===== config.mk =====
export PLATFORM = sky130hd
export DESIGN_NAME = mul_div_unit_flat
export DESIGN_NICKNAME = d
export VERILOG_FILES = /design/src/rtl/mul_div_unit_pkg.sv /design/src/rtl/mul_div_unit_if.sv /design/src/rtl/mul_div_unit.sv /design/src/flat_wrapper.sv
export SDC_FILE = /design/constraint.sdc
export NUM_CORES = 1
export LEC_CHECK = 0
export ABC_CLOCK_PERIOD_IN_PS = 4600
export CORE_ASPECT_RATIO = 0.5
export CORE_MARGIN = 2
export CORE_UTILIZATION = 61
export DETAILED_ROUTE_END_ITERATION = 12
export GPL_TIMING_DRIVEN = 0
export PLACE_DENSITY = 0.84
export SYNTH_ARGS = -nofsm -noshare
export SYNTH_HDL_FRONTEND = slang
export SYNTH_SLANG_ARGS = --single-unit
export TNS_END_PERCENT = 1

===== constraint.sdc =====
create_clock -name clock -period 4.6 [get_ports clock]
set_input_delay 0.92 -clock clock [delete_from_list [all_inputs] [get_ports clock]]
set_output_delay 0.92 -clock clock [all_outputs]
set_load 0.005 [all_outputs]

===== src/rtl/mul_div_unit_pkg.sv =====
// Shared core constants for the multiply/divide unit and decode stage.
// Holds op encodings, FSM state encoding and default widths.
package mul_div_unit_pkg;

  localparam int DEF_WIDTH      = 16;
  localparam int DEF_REG_ADDR_W = 3;

  localparam logic [1:0] OP_MULL = 2'b00;
  localparam logic [1:0] OP_MULH = 2'b01;
  localparam logic [1:0] OP_DIV  = 2'b10;
  localparam logic [1:0] OP_MOD  = 2'b11;

  typedef enum logic [1:0] {
    ST_IDLE = 2'b00,
    ST_RUN  = 2'b01,
    ST_DONE = 2'b10
  } state_t;

endpackage


===== src/rtl/mul_div_unit_if.sv =====
// Request/write-back bundle of the multiply/divide unit.
// master: start/op/a_in/b_in/dest out; slave: busy/done/wb*/divZero out.
interface mul_div_unit_if #(
  parameter int WIDTH      = 16,
  parameter int REG_ADDR_W = 3
) ();

  logic                  start;
  logic [1:0]            op;
  logic [WIDTH-1:0]      a_in;
  logic [WIDTH-1:0]      b_in;
  logic [REG_ADDR_W-1:0] dest;
  logic                  busy;
  logic                  done;
  logic                  wbEnable;
  logic [REG_ADDR_W-1:0] wbReg;
  logic [WIDTH-1:0]      wbData;
  logic                  divZero;

  modport master (
    output start, op, a_in, b_in, dest,
    input  busy, done, wbEnable, wbReg, wbData, divZero
  );

  modport slave (
    input  start, op, a_in, b_in, dest,
    output busy, done, wbEnable, wbReg, wbData, divZero
  );

endinterface


===== src/rtl/mul_div_unit.sv =====
// Iterative unsigned mul/div unit: shift-add multiply, restoring divide.
// Ports: clock, reset (async high), bus (slave: request in, write-back out).
module mul_div_unit
  import mul_div_unit_pkg::*;
#(
  parameter int WIDTH      = DEF_WIDTH,
  parameter int REG_ADDR_W = DEF_REG_ADDR_W
) (
  input  logic            clock,
  input  logic            reset,
  mul_div_unit_if.slave   bus
);

  localparam int CW = $clog2(WIDTH);
  localparam logic [CW-1:0] LAST = CW'(WIDTH - 1);

  state_t state, state_n;

  logic [CW-1:0]         cnt;
  logic [1:0]            op_q;
  logic [REG_ADDR_W-1:0] dest_q;
  logic [WIDTH-1:0]      opnd;
  logic [WIDTH-1:0]      hi;
  logic [WIDTH-1:0]      lo;

  logic                  accept;
  logic                  is_div;
  logic [WIDTH:0]        x;
  logic [WIDTH:0]        y;
  logic [WIDTH+1:0]      sum;
  logic                  neg;
  logic                  fin;
  logic [WIDTH-1:0]      res;

  assign accept = (state == ST_IDLE) && bus.start;
  assign is_div = op_q[1];
  assign fin    = (state == ST_DONE);

  always_ff @(posedge clock or posedge reset) begin
    if (reset) state <= ST_IDLE;
    else       state <= state_n;
  end

  always_comb begin
    state_n = state;
    unique case (state)
      ST_IDLE: if (bus.start) state_n = ST_RUN;
      ST_RUN:  if (cnt == LAST) state_n = ST_DONE;
      ST_DONE: state_n = ST_IDLE;
      default: state_n = ST_IDLE;
    endcase
  end

  // One adder/subtractor shared by both algorithms.
  // Divide: x is the partial remainder shifted left with the next
  // dividend bit; the extra top bit of sum is the borrow.
  always_comb begin
    if (is_div) begin
      x   = {hi, lo[WIDTH-1]};
      y   = {1'b0, opnd};
      sum = {1'b0, x} - {1'b0, y};
    end else begin
      x   = {1'b0, hi};
      y   = {1'b0, lo[0] ? opnd : '0};
      sum = {1'b0, x} + {1'b0, y};
    end
  end

  assign neg = sum[WIDTH+1];

  always_ff @(posedge clock or posedge reset) begin
    if (reset) begin
      cnt    <= '0;
      op_q   <= OP_MULL;
      dest_q <= '0;
      opnd   <= '0;
      hi     <= '0;
      lo     <= '0;
    end else if (accept) begin
      cnt    <= '0;
      op_q   <= bus.op;
      dest_q <= bus.dest;
      hi     <= '0;
      // lo holds the multiplier (mul) or the dividend/quotient (div).
      if (bus.op[1]) begin
        lo   <= bus.a_in;
        opnd <= bus.b_in;
      end else begin
        lo   <= bus.b_in;
        opnd <= bus.a_in;
      end
    end else if (state == ST_RUN) begin
      cnt <= cnt + 1'b1;
      if (is_div) begin
        // Remainder stays below the divisor, so the top bit is zero.
        if (neg) hi <= x[WIDTH-1:0];
        else     hi <= sum[WIDTH-1:0];
        lo <= {lo[WIDTH-2:0], ~neg};
      end else begin
        hi <= sum[WIDTH:1];
        lo <= {sum[0], lo[WIDTH-1:1]};
      end
    end
  end

  always_comb begin
    res = '0;
    unique case (op_q)
      OP_MULL: res = lo;
      OP_MULH: res = hi;
      OP_DIV:  res = lo;
      OP_MOD:  res = hi;
      default: res = '0;
    endcase
  end

  // Zero outside DONE so the write-back mux can OR sources.
  assign bus.busy     = (state != ST_IDLE);
  assign bus.done     = fin;
  assign bus.wbEnable = fin;
  assign bus.wbReg    = fin ? dest_q : '0;
  assign bus.wbData   = fin ? res : '0;
  assign bus.divZero  = fin && is_div && (opnd == '0);

endmodule


===== src/flat_wrapper.sv =====
// flat-port wrapper written by rule: the top's interface ports become plain ports
module mul_div_unit_flat import mul_div_unit_pkg::*;
#(
  parameter int WIDTH      = DEF_WIDTH,
  parameter int REG_ADDR_W = DEF_REG_ADDR_W
)
  (clock, reset, bus_start, bus_op, bus_a_in, bus_b_in, bus_dest, bus_busy, bus_done, bus_wbEnable, bus_wbReg, bus_wbData, bus_divZero);
  mul_div_unit_if #(.WIDTH(WIDTH), .REG_ADDR_W(REG_ADDR_W)) bus_i ();
  input  logic clock;
  input  logic reset;
  input wire logic [$bits(bus_i.start)-1:0] bus_start;
  input wire logic [$bits(bus_i.op)-1:0] bus_op;
  input wire logic [$bits(bus_i.a_in)-1:0] bus_a_in;
  input wire logic [$bits(bus_i.b_in)-1:0] bus_b_in;
  input wire logic [$bits(bus_i.dest)-1:0] bus_dest;
  output wire logic [$bits(bus_i.busy)-1:0] bus_busy;
  output wire logic [$bits(bus_i.done)-1:0] bus_done;
  output wire logic [$bits(bus_i.wbEnable)-1:0] bus_wbEnable;
  output wire logic [$bits(bus_i.wbReg)-1:0] bus_wbReg;
  output wire logic [$bits(bus_i.wbData)-1:0] bus_wbData;
  output wire logic [$bits(bus_i.divZero)-1:0] bus_divZero;
  assign bus_i.start = bus_start;
  assign bus_i.op = bus_op;
  assign bus_i.a_in = bus_a_in;
  assign bus_i.b_in = bus_b_in;
  assign bus_i.dest = bus_dest;
  assign bus_busy = bus_i.busy;
  assign bus_done = bus_i.done;
  assign bus_wbEnable = bus_i.wbEnable;
  assign bus_wbReg = bus_i.wbReg;
  assign bus_wbData = bus_i.wbData;
  assign bus_divZero = bus_i.divZero;
  mul_div_unit #(.WIDTH(WIDTH), .REG_ADDR_W(REG_ADDR_W)) u_core (.clock(clock), .reset(reset), .bus(bus_i));
endmodule

run_1/density.png
Scale: 4 px per micron. The die is cut into 13 by 7 equal tiles; dark blue is low, red is high, 0 to 100% covered.
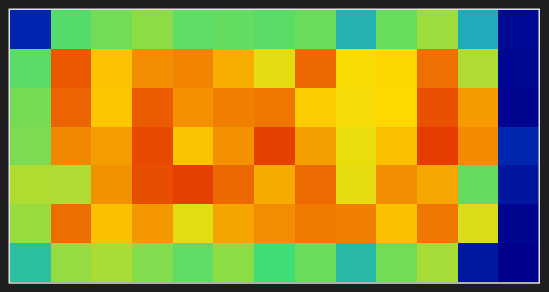
- nearly empty tiles: 5.5%
- tiles over 75% full: 50%
- fullest tile: 93%
- mean over tiles: 66%
Std-Cell Core Area: 7970 sq um
final standard cell utilization of the core: 76.2%
floorplan utilization: 62.8%

run_1/met1.png
Scale: 4 px per micron. Supply wires on this layer in grey. Cells faint in the background.
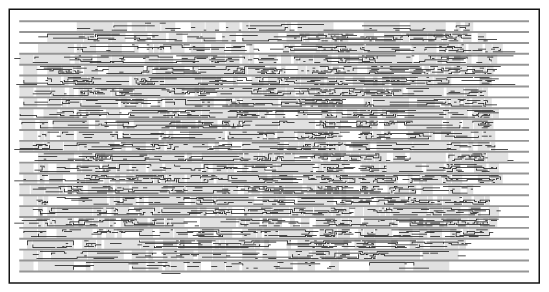
- longest straight run: 36.8 microns
- wire length on this layer: 6490 microns
- nets with wire on the layer: 676

run_1/cell_classes.png
Scale: 4 px per micron.
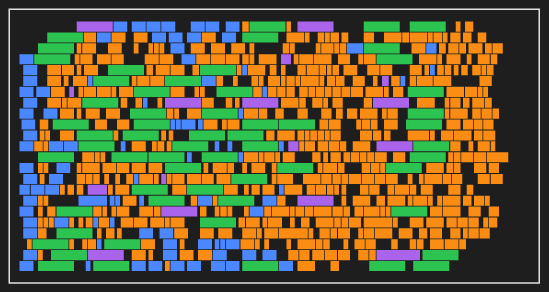
- orange: all other logic (cells 493; share of their area 57%)
- purple: clock drivers and dummy loads (cells 16; share of their area 5.0%)
- green: flops (cells 59; share of their area 25%)
- blue: other buffers and delay cells (cells 92; share of their area 13%)

-- run 1: registers in the layout, summed over array words and instances (netlist names) --
name and count:
u_core.opnd 16, u_core.hi 16, u_core.lo 16, u_core.op_q 2, u_core.dest_q 3, u_core.state 2, u_core.cnt 4
-- run 1: routing by layer --
layer,up-vias,track usage [%],share of wire (%)
met5,-,0,0
met4,0,12.2,1.8
met3,31,7.56,11
met2,279,56.8,44
met1,2386,47.9,43
li1,2269,-,-
-- run 1: metrics by stage --
stage | power [uW] | instances | utilization, % | worst slack (ns)
after floorplan | 3340 | 582 | - | 1.90
after global placement | 3990 | 755 | 72.2 | 1.15
after detailed placement | 4090 | 756 | 72.5 | 1.22
after CTS | 4800 | 772 | 76.2 | 1.06
after global routing | 5230 | 772 | 76.2 | 0.847
final | 4900 | 772 | 76.2 | 1.05
-- run 1: cells in the final DEF, fill, tap and decap left out, drive strengths merged, types with 8 or more instances in the layout --
master / n
clkdlybuf4s50: 61
o211ai: 8
nand3: 10
mux2i: 74
inv: 29
nor2: 42
nor3: 8
nand2b: 10
a21o: 9
dfrtp: 59
xnor2: 18
nand2: 68
and2: 23
o21ai: 43
a21oi: 16
ha: 33
o221ai: 19
clkbuf: 35
buf: 8
-- run 1: power breakdown --
part | total [uW] | switching [uW] | leakage [uW] | internal (uW)
logic | 3090 | 1710 | 0.00184 | 1390
clock network | 682 | 249 | 0.000139 | 433
registers | 1120 | 353 | 0.000738 | 767
total | 4900 | 2310 | 0.00272 | 2590
==> run summary, run 1 <==
Status of the implementation.

- After synthesis, the largest family of logic cells by area is AND-OR/OR-AND gates.
- Per the layout report, the design carries 12 clock buffers.
- The hold-critical path depth is 2, for reference.
- The critical path's top delay family is buffers and inverters, for reference.
- The worst register-to-register path begins at u_core.lo[0]$_DFFE_PP0P_.
- The final setup TNS is 0 ns, for reference.
- The startpoint of the lowest-slack hold path is u_core.dest_q[0]$_DFFE_PP0P_, for reference.
- The area fraction of the largest cell type after synthesis is 29.5%.
- The die footprint is 9000 sq um, for reference.
- The global route stage reports its total congestion overflow as 0.
- Yosys attributes the largest share of cell area to sky130_fd_sc_hd__dfrtp_1 29%, sky130_fd_sc_hd__mux2i_1 15%, sky130_fd_sc_hd__ha_1 8.2%.
- The worst setup path is captured at an output port.
- The biggest area consumer among synthesized cells is sky130_fd_sc_hd__dfrtp_1, for reference.
- The CTS buffer count is 9, for reference.
- The clock tree root driver cell is sky130_fd_sc_hd__clkbuf_16, for reference.
- Buffers added to address setup during post-CTS repair amount to 0.
- The post-route minimum period is 3.55 ns, for reference.
- The detailed router finished its first iteration with 475 violations.
- The H-tree level count is 3, for reference.
- The top cell class by occupied area is multi-input combinational cells, for reference.
- Ranked by instance count, the synthesized netlist is headed by 74 x sky130_fd_sc_hd__mux2i_1, 68 x sky130_fd_sc_hd__nand2_1, 59 x sky130_fd_sc_hd__dfrtp_1, 43 x sky130_fd_sc_hd__o21ai_0, 42 x sky130_fd_sc_hd__nor2_1.
- The AND-OR/OR-AND share of the synthesized area is 19.9%, for reference.
- The sequential portion of the cell area is 24.3%, for reference.
- The run reported a max-capacitance violation count of 0.
- The slowest library cell on the worst path is sky130_fd_sc_hd__clkbuf_1, for reference.
- The final weighted congestion of routability-driven global placement is 0.964, for reference.
- In the final layout, multi-input gates take up 54.2% of the cell area.
- In this run the horizontal extent of the chip is 132 microns.
- The number of tapcells is 112, for reference.
- Setup repair after global routing left no endpoint under its margin.
- Dividing the detail-routed wire length by the instance count gives 19.6 microns.
- The total number of sequential cells is 59, for reference.
- The share of final layout cell area taken by clock buffers and inverters is 4.88%, for reference.
- The post-synthesis register bit count is 59, for reference.
- For reference, the critical path cell chain is clkbuf_1 -> clkbuf_1 -> mux2i_1 -> nor2_1 -> clkdlybuf4s50_1.
- In the final layout, non-clock buffers account for 12.5% of the cell area.
- The detail-routed via count per cell is 6.43, for reference.
- In the final design database the tool counted 730 nets.
- The share of flip-flops with an asynchronous set or reset after synthesis is 100%, for reference.
- For reference, the placement row count at floorplan is 23.
- The worst-case reg-to-reg setup slack stands at 1.09 ns.
- The path with the worst hold slack has its endpoint at u_core.dest_q[0]$_DFFE_PP0P_.
- OpenROAD emitted warnings numbering 26.
- TritonCTS reports the number of clock sinks as 59.
- The number of hold violations in the final report is 0, for reference.
- The number of vias after detailed routing is 4965, for reference.
- The area occupied by registers is 1480 sq um, for reference.
- The area overhead of the layout relative to synthesis is 21.3%, for reference.
- For reference, the post-synthesis area per instance comes to 8.61 sq um.
- The number of pins exceeding their max-slew limit in the final report is 0, for reference.
- The count of buffering cells on the critical path with inverters included is 3, for reference.
- The final-layout fill cell count is 579, for reference.
- The data required time reported for the critical path is 3.68 ns.
- The summed instance area of the synthesized netlist is 5010 sq um, for reference.
- The power per unit of standard cell area is 806 nW/um^2, for reference.
- The gate-level netlist out of Yosys references 55 unique cell types.
- Setup violations remaining at the end of the flow were counted as 0.
- The worst-case clock skew is 0.00752 ns, for reference.
- The maximum vdd ir drop is 0.374 mV, for reference.
- TritonCTS built the clock tree.
- The highest clock rate this design can be run at is 282 MHz.
- The vertical die size is 68.1 microns, for reference.
- Leaving out the clock tree, the finished layout contains an inverter count of 29.
- The synthesized netlist handed to floorplanning was reported with a cell count of 582.
- The run finished with clean final reports.
- The peak per-stage delay on the critical path is 0.63 ns, for reference.
- The number of hold buffers added after CTS is 0, for reference.
- Across every metal layer, demand over resource in global routing totals 35.3%.
- The clock input transition at the sequential cells of the worst setup and hold paths is 0.05 ns, for reference.
- The area share of fa/ha/maj cells after synthesis is 9.04%, for reference.
- The pin closest to its max-slew limit shows a slew of 0.891 ns.
- The timing report lists the critical path depth as 5 cells.
- The placed wire-length estimate after detailed placement is 11.4 mm, for reference.
- The critical path class is reg -> out, for reference.
- The worst flop-to-flop path endpoint is u_core.hi[14]$_DFFE_PP0P_, for reference.
- The synthesized netlist devotes 3.50% of its cell area to XOR and XNOR gates.
- After synthesis, flip-flops and latches occupy 29.5% of the total area.
- The number of buffers on the longest clock path is 2, for reference.
- The area taken by multi-input combinational cells is reported as 3300 sq um.
- The multi-input combinational gate total is 464, for reference.
- Per the OpenROAD power report, leakage power amounts to 0.00272 uW.
- The worst-path maximum fanout is 10, for reference.
- The insertion delay of the later-clocked pin in the worst-skew pair is 0.34 ns, for reference.
- The number of buffers inserted by port buffering is 61, for reference.
- The simple-gate share of the synthesized area is 17.6%, for reference.
- The number of nets at floorplan is 657, for reference.
- The first global-routing pass estimated 24.0 mm of wire.
- The mux cell area share after synthesis is 15.8%, for reference.
- The class of the worst hold path is reg -> reg, for reference.
- The number of global-route vias before repair is 4616, for reference.
- The count of yosys warnings during synthesis is 0, for reference.
- The launch point of the critical path is u_core.op_q[0]$_DFFE_PP0P_, for reference.
- The count of flip-flops with a built-in enable after synthesis is 0, for reference.
- In this run, post-CTS repair resized a total of 0 instances.
- The relative slew slack is 40.6%, for reference.
- The placed instances occupy a cell area of 5780 sq um.
==> run 2, diff against run 1 <==
--- a/config.mk
+++ b/config.mk
@@ -5,13 +5,13 @@
 export SDC_FILE = /design/constraint.sdc
 export NUM_CORES = 1
 export LEC_CHECK = 0
-export ABC_CLOCK_PERIOD_IN_PS = 4600
+export ABC_CLOCK_PERIOD_IN_PS = 2900
 export CORE_ASPECT_RATIO = 0.5
 export CORE_MARGIN = 2
-export CORE_UTILIZATION = 61
+export CORE_UTILIZATION = 51
 export DETAILED_ROUTE_END_ITERATION = 12
 export GPL_TIMING_DRIVEN = 0
-export PLACE_DENSITY = 0.84
+export PLACE_DENSITY = 0.74
 export SYNTH_ARGS = -nofsm -noshare
 export SYNTH_HDL_FRONTEND = slang
 export SYNTH_SLANG_ARGS = --single-unit
==> constraint.sdc (replaced) <==
create_clock -name clock -period 2.9 [get_ports clock]
set_input_delay 0.58 -clock clock [delete_from_list [all_inputs] [get_ports clock]]
set_output_delay 0.58 -clock clock [all_outputs]
set_load 0.005 [all_outputs]
run_2/met1.png
Scale: 4 px per micron. Supply wires on this layer in grey. Cells faint in the background.
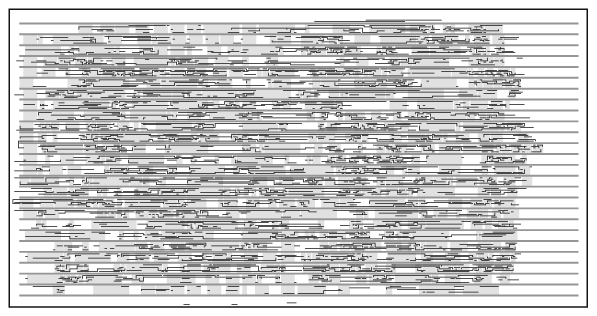
- share of all routed wire: 45%
- main direction: horizontal
- nets with wire on the layer: 674
- longest straight run: 46.0 microns
- wire length on this layer: 7230 microns
GR met1 Demand/Resource: 43.8%
routed vias: 4881
wirelength, routed: 15.9 mm

==> run 2 against run 1 <==
Compared with the run above:
- first-iteration DRC count fell by 2.3%
- sequential cell count did not move
- via count fell by 1.7%
- register-to-register slack got worse by 1.1 ns
- critical path type is now reg -> reg
- design area rose by 3.5%
- sequential power rose by 62%
- worst hold slack got worse by 0.0070 ns
- global-route usage fell by 4.4 points
- wire length rose by 5.3%
==> run summary, run 2 <==
Status of the implementation.

- The peak per-stage delay on the critical path is 0.46 ns (-0.17 ns), for reference.
- The met2 demand-to-capacity share in global routing is 46.8% (-10 points), for reference.
- The power per unit of standard cell area is 1310 nW/um^2 (+62%).
- For this design, the slowest cell found on the critical path is sky130_fd_sc_hd__dfrtp_1.
- The part of the Yosys area used for sequential elements came to 29.5% (unchanged).
- The overall overflow remaining after global route is 0 (unchanged), for reference.
- The number of global-route vias before repair is 4536 (-1.7%), for reference.
- For this run, the top clock speed supported by timing is 347 MHz.
- The instance tally after logic synthesis came to 582 (unchanged).
- The registers reported with the highest flop counts are u_core.hi x16, u_core.lo x16, u_core.opnd x16.
- The type of destination of the critical path is a flop, for reference.
- The maximum vdd ir drop came to 0.494 mV (+32%).
- The wire length of the first global-routing pass is 24.7 mm (+2.8%).
- The count of flip-flops with a built-in enable after synthesis is 0 (unchanged), for reference.
- The number of tapcells is 135 (+21%), for reference.
- The global router's overall resource usage was 30.9% (-4.4 points).
- The internal reg-to-reg setup slack came to 0.02 ns (-1.07 ns).
- The die footprint was 10700 sq um (+19%).
- Grouping non-sequential cells by family puts the most area in AND-OR/OR-AND gates.
- The top cell class by occupied area is multi-input combinational cells, for reference.
- The least setup slack across all paths after layout came to 0.0173 ns (-1.04 ns).
- The kind of cell with the highest combined delay along the critical path is AND-OR/OR-AND gates.
- The detail-routed via count per cell was 6.14 (-4.5%).
- The floorplan die width is 144 microns (+9.1%), for reference.
- The internal cell power is 4450 uW (+72%), for reference.
- The fraction of area in non-clock buffers is 12.4% (-0.084 points), for reference.
- The share of flip-flops with an asynchronous set or reset after synthesis is 100% (unchanged), for reference.
- The total routed wire length on the met1 layer is 7.23 mm (+11%), for reference.
- The total number of sequential cells is 59 (unchanged), for reference.
- The fraction of synthesized cell area taken by the top area cell type is 29.5% (unchanged), for reference.
- The final-stage net count is 731 (+0.14%), for reference.
- The average cell area after synthesis is 8.61 sq um (unchanged), for reference.
- The relative slew slack is 38.0% (-2.6 points), for reference.
- The met3 wirelength from detailed routing is 1.54 mm (-11%), for reference.
- The power spent charging and discharging nets is 3780 uW (+64%), for reference.
- The number of DRC violations after detailed-routing iteration 0 is 464 (-2.3%).
- The count of yosys warnings during synthesis is 0 (unchanged), for reference.
- The worst setup slack before clock tree synthesis came to -0.421 ns (-1.64 ns).
- The combinational cell area excluding buffers and inverters is 3390 sq um (+3.0%), for reference.
- The total leakage power came to 0.00277 uW (+1.8%).
- The detailed route wirelength on metal2 came to 6.93 mm (+4.6%).
- The top layer reached by signal wires is met4, for reference.
- The routed design could run at a clock period as short as 2.88 ns.
- The number of nets at floorplan is 657 (unchanged), for reference.
- Per the run report, area growth between synthesis and finish was 25.6%.
- The number of hold violations in the final report is 0 (unchanged), for reference.
- The final setup TNS is 0 ns (unchanged), for reference.
- In this run the most used layer during global routing was met2.
- The area share of fa/ha/maj cells after synthesis came to 9.04% (unchanged).
- The net switching share of the total power is 45.9% (-1.2 points).
- The run finished with clean final reports.
- The area occupied by registers is 1490 sq um (+0.68%), for reference.
- The number of hold buffers added after CTS is 0 (unchanged), for reference.
- The CTS tree is built, for reference.
- Setup repair after global routing could not meet its margin everywhere.
- The number of different library cells in the post-synthesis netlist is 55 (unchanged).
- The part of the total power dissipated in sequential elements came to 22.1% (-0.8 points).
- The final weighted congestion of routability-driven global placement is 0.983 (+1.9%).
- The critical path class is reg -> reg, for reference.
- The dominant logic cell type in the layout is sky130_fd_sc_hd__mux2i_1, for reference.
- The sequential portion of the cell area was 23.6% (-0.66 points).
- The number of buffers on the longest clock path came to 2 (unchanged).
- The post-synthesis register bit count was 59 (unchanged).
- The transition time of the tightest slew-check pin came to 0.929 ns (+0.0383 ns).
- The tree is rooted in a sky130_fd_sc_hd__clkbuf_16.
- The share of final layout cell area taken by clock buffers and inverters is 5.57% (+0.69 points), for reference.
run_2/port_nets.png
Scale: 2 px per micron.
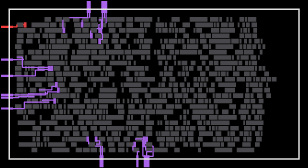
- purple: bus_wbData (bits 16; direction output; edge 6 bottom, 5 top, 5 left; end cells 16; buffers 16; wire 268 microns)
- red: reset (bits 1; direction input; edge left; end cells 1; buffers 1; wire 4.60 microns)
number of port buffers: 61
# IOs: 63

==> run 2: cell counts after synthesis <==
Identical to the previous run, type by type.
==> run 2: path summary, 6_finish.rpt <==
kind | from | to | depth (start not counted)
max reg2reg | u_core.opnd[1]$_DFFE_PP0P_ | u_core.hi[8]$_DFFE_PP0P_ | 11
max | u_core.opnd[1]$_DFFE_PP0P_ | u_core.hi[8]$_DFFE_PP0P_ | 11
min | u_core.dest_q[1]$_DFFE_PP0P_ | u_core.dest_q[1]$_DFFE_PP0P_ | 2
min reg2reg | u_core.dest_q[1]$_DFFE_PP0P_ | u_core.dest_q[1]$_DFFE_PP0P_ | 2
max in group asynchronous | reset | u_core.hi[4]$_DFFE_PP0P_ | 3
min in group asynchronous | reset | u_core.lo[12]$_DFFE_PP0P_ | 2
==> run 2: per-stage QoR <==
step	total power, uW	cells
floorplan	5300	582
global placement	6420	778
detailed placement	6500	779
CTS	7910	793
global route	8830	795
finish	8230	795
==> run 2: kinds of logic after synthesis <==
family	count (synthesis)
adder cells (fa/ha/maj)	35
AND-OR/OR-AND	145
buffers and inverters	59
multiplexers	78
XOR/XNOR	20
flip-flops	59
AND/OR/NAND/NOR	186
==> run 2: timing repair <==
| item | 4_1_cts | 5_1_grt |
|---|---|---|
| setup endpoints to repair | 22 | 22 |
| pin swaps | 1 | 4 |
| endpoints found under the hold margin | 0 | 0 |
| setup buffers | 0 | 2 |
| resized | 11 | 23 |
==> run 2: power groups by stage <==
stage,Clock (uW),Sequential [uW],Combinational (uW)
final,1270,1810,5140
after global routing,1320,1850,5660
after CTS,1270,1760,4880
after detailed placement,0,1740,4760
after global placement,0,1740,4680
after floorplan,0,1500,3800
==> run 3, diff against run 2 <==
--- a/config.mk
+++ b/config.mk
@@ -10,8 +10,8 @@
 export CORE_MARGIN = 2
 export CORE_UTILIZATION = 51
 export DETAILED_ROUTE_END_ITERATION = 12
-export GPL_TIMING_DRIVEN = 0
-export PLACE_DENSITY = 0.74
+export GPL_TIMING_DRIVEN = 1
+export PLACE_DENSITY = 0.77
 export SYNTH_ARGS = -nofsm -noshare
 export SYNTH_HDL_FRONTEND = slang
 export SYNTH_SLANG_ARGS = --single-unit
run_3/cell_classes.png
Scale: 3 px per micron.
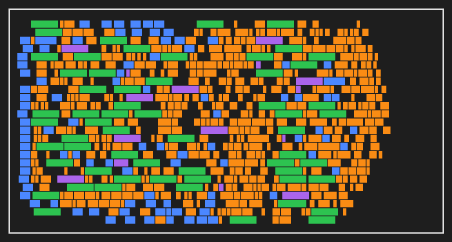
- green: flops (cells 59; share of their area 24%)
- blue: other buffers and delay cells (cells 95; share of their area 15%)
- orange: all other logic (cells 493; share of their area 57%)
- purple: clock drivers and dummy loads (cells 15; share of their area 4.3%)

==> run 3 against run 2 <==
Compared with the run above:
- die size did not move
- area after synthesis did not move
- via count fell by 1.6%
- largest power group unchanged
==> run summary, run 3 <==
Status of the implementation.

- The flow ran to the end, and the final reports show no timing, DRC or antenna violations.
- The number of top-level pins came to 63 (unchanged).
- The global router's overall resource usage came to 29.7% (-1.2 points).
- The critical path's top delay family is AND-OR/OR-AND gates, for reference.
- By area, multi-input combinational cells come first.
- The power per unit of standard cell area is 1270 nW/um^2 (-3.0%).
- The placed wire-length estimate after detailed placement is 11.3 mm, for reference.
- The number of DRC violations after detailed-routing iteration 0 came to 425 (-8.4%).
- The dominant logic cell type in the layout is sky130_fd_sc_hd__mux2i_1, for reference.
- The maximum vdd ir drop came to 0.503 mV (+1.9%).
- The total power draw is 7910 uW (-3.8%), for reference.
- The part of the Yosys area used for sequential elements is 29.5% (unchanged).
- The die footprint came to 10700 sq um (unchanged).
- The instance tally after logic synthesis is 582 (unchanged), for reference.
- The clock input transition at the sequential cells of the worst setup and hold paths is 0.05 ns, for reference.
- The combinational cell area excluding buffers and inverters is 3330 sq um (-1.9%), for reference.
- The number of vias after detailed routing is 4802 (-1.6%).
- The fraction of area in non-clock buffers came to 14.2% (+1.9 points).
- The relative slew slack is 50.7% (+13 points), for reference.
- The fraction of synthesized cell area taken by the top area cell type is 29.5% (unchanged), for reference.
- The total number of sequential cells is 59 (unchanged), for reference.
- The maximum achievable frequency is 364 MHz (+4.9%), for reference.
- The die is 74.1 microns tall.
- The share of flip-flops with an asynchronous set or reset after synthesis is 100% (unchanged).
- The wire length of the first global-routing pass came to 23.9 mm (-2.9%).
- The number of hold violations in the final report is 0 (unchanged), for reference.
- The total DRC errors in the routed layout is 0, for reference.
- The final worst-path cycle share is 94.8%, for reference.
- The worst reg-to-reg path cell count is 10 (-1), for reference.
- For reference, the critical path is launched at u_core.opnd[4]$_DFFE_PP0P_.
- Per the run report, area growth between synthesis and finish was 24.5%.
- The final-stage net count is 733 (+0.27%), for reference.
- Per the CTS log, the root buffer master is sky130_fd_sc_hd__clkbuf_16.
- The H-tree level count is 3, for reference.
- The floorplan die width was 144 microns (unchanged).
- The global routing usage on met1 is 42.0% (-1.7 points), for reference.
- The worst setup path is of the reg -> reg kind.
- The layer with the highest usage after global routing is met2, for reference.
- The number of different library cells in the post-synthesis netlist came to 55 (unchanged).
- Before placement the cells fill 52.7% of the core.
- STA classifies the critical path endpoint as a flop.
- The peak per-stage delay on the critical path is 0.41 ns (-0.05 ns).
- The number of global-route vias before repair was 4549 (+0.29%).
- The sequential portion of the cell area is 23.7% (+0.059 points), for reference.
- The class of the worst hold path is reg -> reg, for reference.
- Sorting the synthesized cells by how often they occur yields 74 x sky130_fd_sc_hd__mux2i_1, 68 x sky130_fd_sc_hd__nand2_1, 59 x sky130_fd_sc_hd__dfrtp_1, 43 x sky130_fd_sc_hd__o21ai_0, 42 x sky130_fd_sc_hd__nor2_1.
- Setup repair after global routing could not meet its margin everywhere.
- Traced cell by cell, the critical path runs through inv_1 -> ha_1 -> and4_1 -> a221oi_1 -> a311oi_2 -> o211ai_2 -> o21ba_4 -> buf_12 -> mux2_2 -> o221ai_1.
- The number of buffers on the longest clock path was 2 (unchanged).
- The cell depth of the worst setup path was 10 (-1).
- The average cell area after synthesis is 8.61 sq um (unchanged), for reference.
- The number of tapcells is 135 (unchanged).
- The met2 demand-to-capacity share in global routing was 44.1% (-2.8 points).
- The final setup TNS is 0 ns (unchanged), for reference.
- The post-synthesis register bit count is 59 (unchanged), for reference.
- The total leakage power is 0.00284 uW (+2.7%), for reference.
- The least setup slack across all paths after layout is 0.152 ns (+0.135 ns), for reference.
- TritonCTS built the clock tree.
- The registers reported with the highest flop counts are u_core.hi x16, u_core.lo x16, u_core.opnd x16.
- The overall overflow remaining after global route is 0 (unchanged).
- The number of placed cells counting well taps is 779 (unchanged).
- The number of buffers inserted by port buffering is 62 (+1.6%), for reference.
- The area occupied by registers came to 1480 sq um (-0.59%).
- The share of final layout cell area taken by clock buffers and inverters is 4.19% (-1.4 points).
- The total detailed-routing wirelength was 15.1 mm (-5.5%).
- The startpoint identified for the worst hold timing path is u_core.dest_q[1]$_DFFE_PP0P_.
- By instance count after routing, the leading logic cell types are 74 x sky130_fd_sc_hd__mux2i_1, 68 x sky130_fd_sc_hd__nand2_1, 61 x sky130_fd_sc_hd__clkdlybuf4s50_1, 58 x sky130_fd_sc_hd__dfrtp_1, 43 x sky130_fd_sc_hd__o21ai_0.
- The detail-routed via count per cell is 6.03 (-1.9%), for reference.
- The core outline area is 9510 sq um, for reference.
- The proportion of cell area occupied by multi-input gates is 53.4%, for reference.
- The count of buffering cells on the critical path with inverters included is 2, for reference.
- The pin count of the biggest net entering global routing is 35, for reference.
- The number of hold buffers added after CTS is 0 (unchanged), for reference.
- The number of standard cells in the layout, taps in and fillers out is 797 (+0.25%), for reference.
- The hold-critical path depth is 2 (unchanged), for reference.
- Looking at the critical path, the highest net fanout was 14.
- The post-route minimum period is 2.75 ns (-0.135 ns), for reference.
- The final weighted congestion of routability-driven global placement was 0.995 (+1.3%).
- The most used flip-flop cell is sky130_fd_sc_hd__dfrtp_1, for reference.
- The count of flip-flops with a built-in enable after synthesis came to 0 (unchanged).
- The number of ordinary inverters in the final layout is 29, for reference.
- Looking at the critical path, the single cell with the biggest stage delay is sky130_fd_sc_hd__dfrtp_1.
- The transition time of the tightest slew-check pin is 0.737 ns (-0.192 ns), for reference.
- The critical register-to-register path startpoint is u_core.opnd[4]$_DFFE_PP0P_, for reference.
- The worst setup slack before clock tree synthesis came to 0.0798 ns (+0.501 ns).
- The number of nets at floorplan is 657 (unchanged).
- The count of yosys warnings during synthesis is 0 (unchanged).
- In the synthesis report, Yosys lists the chip area as 5010 sq um.
- The CTS buffer count is 9, for reference.
run_3/port_nets.png
Scale: 2 px per micron.
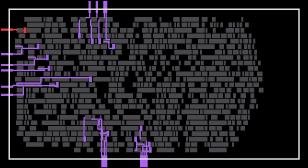
- red: reset (bits 1; direction input; edge left; end cells 1; buffers 1; wire 4.00 microns)
- purple: bus_wbData (bits 16; direction output; edge 7 bottom, 5 left, 4 top; end cells 16; buffers 16; wire 329 microns)

-- run 3: cell counts after synthesis --
Identical to the previous run, type by type.
-- run 3: path summary, 6_finish.rpt --
check / end / slack [ns]
worst min register to register: u_core.dest_q[1]$_DFFE_PP0P_ / 0.49
worst max register to register: u_core.hi[0]$_DFFE_PP0P_ / 0.15
min in group asynchronous: u_core.lo[10]$_DFFE_PP0P_ / 0.66
worst min-delay path: u_core.dest_q[1]$_DFFE_PP0P_ / 0.49
max in group asynchronous: u_core.lo[0]$_DFFE_PP0P_ / 1.61
worst max-delay path: u_core.hi[0]$_DFFE_PP0P_ / 0.15
-- run 3: kinds of logic (layout without fill, tap and decap cells) --
family / count (synthesis) / after routing / share of synthesized area, %
XOR/XNOR: 20 / 20 / 3.50
adder cells (fa/ha/maj): 35 / 35 / 9.04
flip-flops: 59 / 59 / 29.5
multiplexers: 78 / 78 / 15.8
buffers and inverters: 59 / 139 / 4.72
AND/OR/NAND/NOR: 186 / 186 / 17.6
AND-OR/OR-AND: 145 / 145 / 19.9
-- run 3: report_power, final --
group          leakage (uW)  switching [uW]  internal (uW)
clock network      0.000132             384            592
logic               0.00197            2850           2410
registers          0.000737             454           1220
total               0.00284            3690           4220
-- run 3: per-stage QoR --
stage          area [sq um]  utilization (%)
2_1_floorplan          5010                -
3_3_place_gp           5920             62.3
3_5_place_dp           5920             62.3
4_1_cts                6180             65.0
5_1_grt                6240             65.6
6_report               6240             65.6
-- run 3: what timing repair did --
action                     CTS  global route
gates resized                0             7
setup buffers                0             3
setup endpoints to repair    0            11
-- run 3: metal layers --
metal	vias to the layer above	wire length (microns)
li1	2281	-
met1	2323	7020
met2	186	6380
met3	12	1520
met4	0	137
met5	-	0
No activity file was given, so power comes from the tool's default toggle rates.
